--- src/rtl/ti_simon_pkg.sv ---
// Shared constants and FSM state type for the threshold Simon mask driver.
package ti_simon_pkg;

    localparam int unsigned SHARE_W = 256;
    localparam int unsigned DIN_W   = 3 * SHARE_W;

    // Share slice offsets inside the core's Din bus: {share_a, share_b, share_c}
    localparam int unsigned A_LSB = 2 * SHARE_W;
    localparam int unsigned B_LSB = SHARE_W;
    localparam int unsigned C_LSB = 0;

    typedef enum logic [2:0] {
        StIdle,
        StGather,
        StLoad,
        StWait,
        StCapture,
        StOutput
    } state_e;

endpackage

--- src/rtl/ti_simon_share_split.sv ---
// Three-way Boolean masking of the secret: two random shares plus the
// secret XORed with both. Kept separate so the masking equation can be reviewed alone.
module ti_simon_share_split
    import ti_simon_pkg::*;
(
    input  logic [SHARE_W-1:0]   secret,
    input  logic [2*SHARE_W-1:0] rnd,
    output logic [DIN_W-1:0]     din
);

    logic [SHARE_W-1:0] mask_a;
    logic [SHARE_W-1:0] mask_b;

    assign mask_a = rnd[SHARE_W-1:0];
    assign mask_b = rnd[2*SHARE_W-1:SHARE_W];

    assign din[A_LSB +: SHARE_W] = mask_a;
    assign din[B_LSB +: SHARE_W] = mask_b;
    assign din[C_LSB +: SHARE_W] = secret ^ mask_a ^ mask_b;

endmodule

--- src/rtl/ti_simon_mask_driver.sv ---
// Host-side initiator for the three-share bit-serial threshold Simon core:
// accepts a secret, gathers fresh randomness, loads masked shares, waits for the
// result under a watchdog and hands it back on a valid/ready port.
module ti_simon_mask_driver
    import ti_simon_pkg::*;
#(
    parameter int unsigned RND_W       = 64,
    parameter int unsigned TIMEOUT_CYC = 8191,
    parameter int unsigned SECRET_W    = 256
) (
    input  logic                CLK,
    input  logic                rst,
    input  logic                EN,
    input  logic [SECRET_W-1:0] in_data,
    input  logic                in_valid,
    output logic                in_ready,
    input  logic [RND_W-1:0]    rnd,
    input  logic                rnd_valid,
    output logic                rnd_ready,
    output logic [DIN_W-1:0]    Din,
    output logic                Drdy,
    input  logic                Dvld,
    input  logic                BSY,
    input  logic [127:0]        Dout,
    output logic [127:0]        out_data,
    output logic                out_valid,
    input  logic                out_ready,
    output logic                err_timeout
);

    localparam int unsigned RndBits = 2 * SECRET_W;
    localparam int unsigned Beats   = RndBits / RND_W;
    localparam int unsigned BeatW   = (Beats > 1) ? $clog2(Beats) : 1;
    localparam int unsigned WdogW   = $clog2(TIMEOUT_CYC + 1);

    state_e              state_q, state_d;
    logic [SECRET_W-1:0] secret_q, secret_d;
    logic [RndBits-1:0]  r_q, r_d, r_merge;
    logic [BeatW-1:0]    beat_q, beat_d;
    logic [WdogW-1:0]    wdog_q, wdog_d;
    logic [DIN_W-1:0]    din_q, din_d, din_split;
    logic [127:0]        out_q, out_d;
    logic                dvld_q;
    logic                dvld_rise;
    logic                unused_bsy;

    // BSY is status only; sequencing relies on the Dvld edge.
    assign unused_bsy = BSY;
    assign dvld_rise  = Dvld & ~dvld_q;

    // Shares are computed from the buffer including the beat arriving this cycle,
    // so Din is ready in the very cycle the FSM sits in LOAD.
    ti_simon_share_split u_split (
        .secret (secret_q),
        .rnd    (r_merge),
        .din    (din_split)
    );

    assign Din       = din_q;
    assign out_data  = out_q;
    assign out_valid = (state_q == StOutput);

    // Next-state, datapath updates and gated handshake/strobe outputs.
    always_comb begin
        state_d     = state_q;
        secret_d    = secret_q;
        r_d         = r_q;
        beat_d      = beat_q;
        wdog_d      = wdog_q;
        din_d       = din_q;
        out_d       = out_q;
        in_ready    = 1'b0;
        rnd_ready   = 1'b0;
        Drdy        = 1'b0;
        err_timeout = 1'b0;

        r_merge = r_q;
        for (int i = 0; i < int'(Beats); i++) begin
            if (beat_q == BeatW'(i)) begin
                r_merge[i*RND_W +: RND_W] = rnd;
            end
        end

        unique case (state_q)
            StIdle: begin
                // rst also gates in_ready so every output reads 0 while reset is held
                in_ready = EN & ~rst;
                if (in_valid) begin
                    secret_d = in_data;
                    r_d      = '0;
                    beat_d   = '0;
                    state_d  = StGather;
                end
            end
            StGather: begin
                rnd_ready = EN;
                if (rnd_valid) begin
                    r_d    = r_merge;
                    beat_d = beat_q + BeatW'(1);
                    if (beat_q == BeatW'(Beats - 1)) begin
                        din_d   = din_split;
                        beat_d  = '0;
                        state_d = StLoad;
                    end
                end
            end
            StLoad: begin
                Drdy = EN;
                // Scrub the unmasked secret, the used mask and the shares.
                secret_d = '0;
                r_d      = '0;
                din_d    = '0;
                wdog_d   = '0;
                state_d  = StWait;
            end
            StWait: begin
                if (dvld_rise) begin
                    state_d = StCapture;
                end else if (wdog_q == WdogW'(TIMEOUT_CYC)) begin
                    err_timeout = EN;
                    state_d     = StIdle;
                end else begin
                    wdog_d = wdog_q + WdogW'(1);
                end
            end
            StCapture: begin
                out_d   = Dout;
                state_d = StOutput;
            end
            StOutput: begin
                if (out_ready) begin
                    state_d = StIdle;
                end
            end
            default: state_d = StIdle;
        endcase
    end

    // State registers; EN low freezes everything including the Dvld edge detector.
    always_ff @(posedge CLK or posedge rst) begin
        if (rst) begin
            state_q  <= StIdle;
            secret_q <= '0;
            r_q      <= '0;
            beat_q   <= '0;
            wdog_q   <= '0;
            din_q    <= '0;
            out_q    <= '0;
            dvld_q   <= 1'b0;
        end else if (EN) begin
            state_q  <= state_d;
            secret_q <= secret_d;
            r_q      <= r_d;
            beat_q   <= beat_d;
            wdog_q   <= wdog_d;
            din_q    <= din_d;
            out_q    <= out_d;
            dvld_q   <= Dvld;
        end
    end

endmodule

--- config.mk ---
export PLATFORM = sky130hd
export DESIGN_NAME = ti_simon_mask_driver
export DESIGN_NICKNAME = d
export VERILOG_FILES = /design/src/rtl/ti_simon_pkg.sv /design/src/rtl/ti_simon_share_split.sv /design/src/rtl/ti_simon_mask_driver.sv
export SDC_FILE = /design/constraint.sdc
export NUM_CORES = 2
export LEC_CHECK = 0
export CORE_AREA = 4 4 521 523
export DETAILED_ROUTE_END_ITERATION = 6
export DIE_AREA = 0 0 525 527
export GPL_TIMING_DRIVEN = 0
export SKIP_CTS_REPAIR_TIMING = 1
export SLEW_MARGIN = 5
export SYNTH_ARGS = -nofsm -noshare
export SYNTH_HDL_FRONTEND = slang
export SYNTH_SLANG_ARGS = --single-unit
--- constraint.sdc ---
create_clock -name CLK -period 85.3 [get_ports CLK]
set_clock_uncertainty 0.2 [all_clocks]
set_input_delay 8.53 -clock CLK [delete_from_list [all_inputs] [get_ports CLK]]
set_output_delay 8.53 -clock CLK [all_outputs]
set_load 0.01 [all_outputs]
==> images/congestion_map.png <==
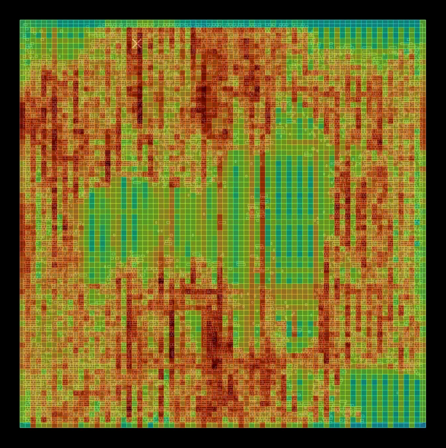
grt peak-use layer: met2
DR WL/cell: 35.78 um
met1 usage: 38.71%
met3 usage: 8.737%

==> images/util_map.png <==
The bar under the picture is 200 um long. The die is cut into 26 by 26 equal tiles; black is low, pale yellow is high, 0 to 100% covered.
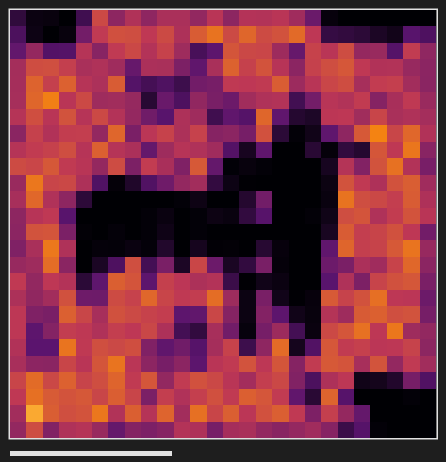
mean over tiles	36%
fullest tile	81%
emptiest ninth of the die	middle
nearly empty tiles	14%
core area: 0.2670 mm2
final core utilization: 39.44%
Initial Util: 29.59%

==> images/m2.png <==
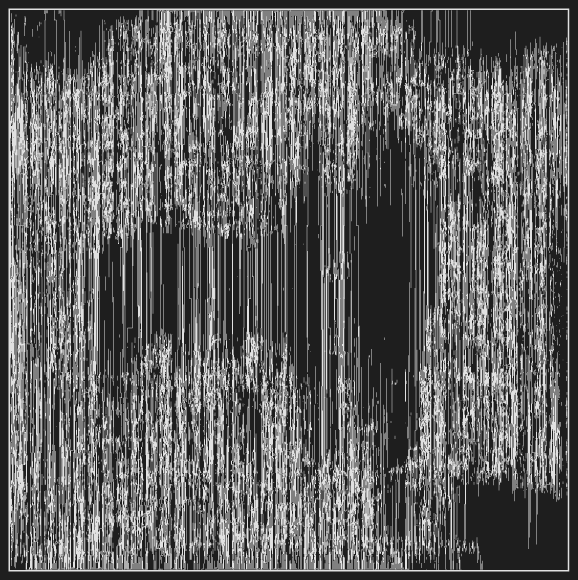
nets with wire on the layer	8346
longest straight run	277 um
wire length on this layer	211 mm
main direction	vertical
share of all routed wire	46%
met2 Resource Use GR: 51.11%
Detailed Route WL: 461900 um

==> flow_metrics.env <==
# physical design summary
export IMPL_largestClassByArea="flip-flops and latches"
export IMPL_p_leak_nw=45.41
export IMPL_wl_met1_um=175600
export IMPL_clkbuf_count=280
export IMPL_min_delay_path_depth=2
export IMPL_p_sw_share_pct=41.14
export IMPL_clkPwrFrac_pct=25.1
export IMPL_syn_area_per_cell_um2=10.49
export IMPL_grt_overflow_total=0
export IMPL_tightestPinTransition_ps=1466
export IMPL_fin_ws_ps=65330
export IMPL_yosysChipArea_mm2=0.07899
export IMPL_cts_root_buf="clkbuf_16"
export IMPL_wl_met2_um=210700
export IMPL_diodes=69
export IMPL_rsz0062_at_grt="false"
export IMPL_crit_path_end_kind="output port"
export IMPL_dpl_worst_slack_ps=65280
export IMPL_crit_start="EN"
export IMPL_cpPeakStageDelay_ps=640
export IMPL_placed_cells=12480
export IMPL_slew_headroom_pct=2.281
export IMPL_drt_iter0_drc=7705
export IMPL_yosys_cells=7533
export IMPL_tool_warnings=93
export IMPL_p_per_area_mw_per_mm2=35.23
export IMPL_lay_top_cells="1684 x dfrtp_1, 1424 x nand2_1, 1355 x clkdlybuf4s50_1, 669 x o31ai_1, 477 x a22o_1"
export IMPL_worstHoldPathType="reg2reg"
export IMPL_max_cap_viol_count=0
export IMPL_reg2reg_depth=10
export IMPL_rrSetupSlack_ps=80140
export IMPL_cp_arrival_ps=11240
export IMPL_violations="DRC"
export IMPL_clockBufferDepth=3
export IMPL_hp_start="Din[99]"
export IMPL_async_reset_ff_share_pct=100.0
export IMPL_hold_viol_final=0
export IMPL_num_multi_input_gates=5098
export IMPL_drc=7
export IMPL_p_seq_share_pct=34.1
export IMPL_powerClk_mw=0.930
export IMPL_top_power_group="combinational cells"
export IMPL_layout_top_cell="dfrtp_1"
export IMPL_place_area_mm2=0.09805
export IMPL_num_fill_cells=26020
export IMPL_finalInstanceArea_mm2=0.1053
export IMPL_dieWidth_um=525
export IMPL_drt_pass1_iterations=7
export IMPL_seq_cell_count=1684
export IMPL_critPathTopFamily="buffers and inverters"
export IMPL_seq_share_pct=40.02
export IMPL_cts_buffers_inserted=196
export IMPL_viasPerCell=5.558
export IMPL_logic_area_mm2=0.03375
export IMPL_rows=190
export IMPL_crit_cells=7
export IMPL_synthesis_area_mm2=0.07899
export IMPL_fin_crit_ps=19970
export IMPL_top_area_cell="dfrtp_1"
export IMPL_startpoint_type="primary input"
export IMPL_grt_pass1_vias=71340
export IMPL_antenna_left=0
export IMPL_hold_slack_ps=276.6
export IMPL_p_int_mw=2.183
export IMPL_yosys_top_cells_area="dfrtp_1 53%, nand2_1 6.8%, o31ai_1 6.4%"
export IMPL_grt_max_degree=125
export IMPL_numSynthFlops=1684
export IMPL_path_max_fanout=10
export IMPL_inverters_excl_clock=10
export IMPL_sh_comb_area_pct=32.05
export IMPL_p_sw_mw=1.526
export IMPL_critical_path_buf_inv_count=5
export IMPL_reg2reg_from="beat_q[0]"
export IMPL_reg2reg_to="Din[226]"
export IMPL_fp_dieArea_mm2=0.2767
export IMPL_setup_tns_ps=0
export IMPL_status="finished with violations"
export IMPL_syn_to_final_growth_pct=33.30
export IMPL_seq_area_mm2=0.04214
export IMPL_vdd_drop_max_mv=0.02043
export IMPL_cts_sinks=1684
export IMPL_synth_cell_types=52
export IMPL_ys_warn_count=0
==> images/m1.png <==
The bar under the picture is 200 um long.
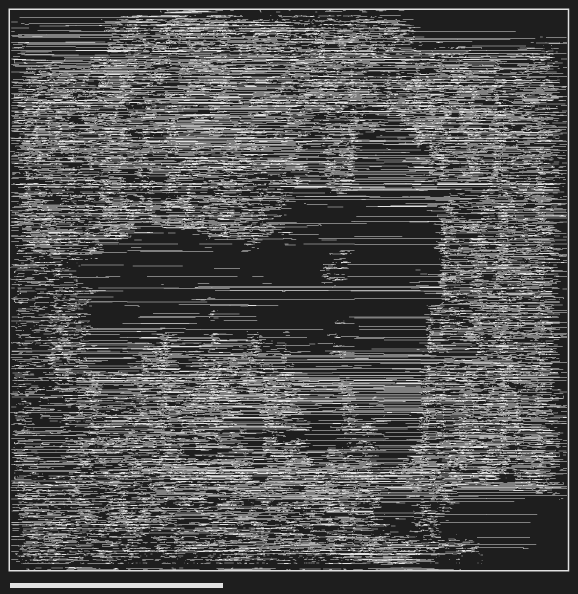
longest straight run	283 um
share of all routed wire	38%
nets with wire on the layer	8932
main direction	horizontal

==> images/route_heat.png <==
The bar under the picture is 200 um long. The die is cut into 26 by 26 equal tiles; black is low, pale yellow is high, scaled to the fullest tile. Values are wire area over tile area, all layers added.
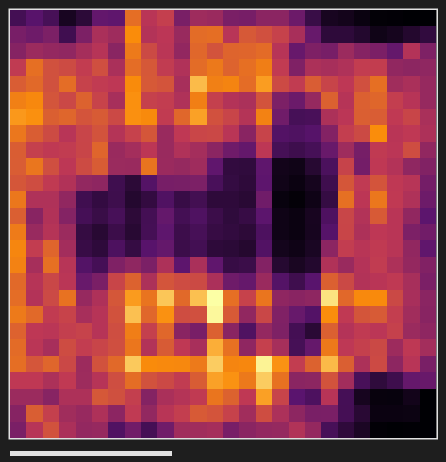
tiles over half the peak	40%
fullest tile	0.66
emptiest ninth of the die	middle
Vias: 71750
gr usage total: 32.27%

==> state kept, by name, summed over array words and instances, names as in the netlist <==
signal and cells:
Din 768, beat_q 3, dvld_q 1, out_data 128, r_q 512, secret_q 256, state_q 3, wdog_q 13
==> kinds of logic after synthesis <==
kind of cell,Yosys count,synth area share (%)
XOR/XNOR,517,5.732
multiplexers,543,7.085
AND-OR/OR-AND,1991,18.48
adder cells (fa/ha/maj),7,0.1109
flip-flops,1684,53.35
buffers and inverters,751,4.020
AND/OR/NAND/NOR,2040,11.23
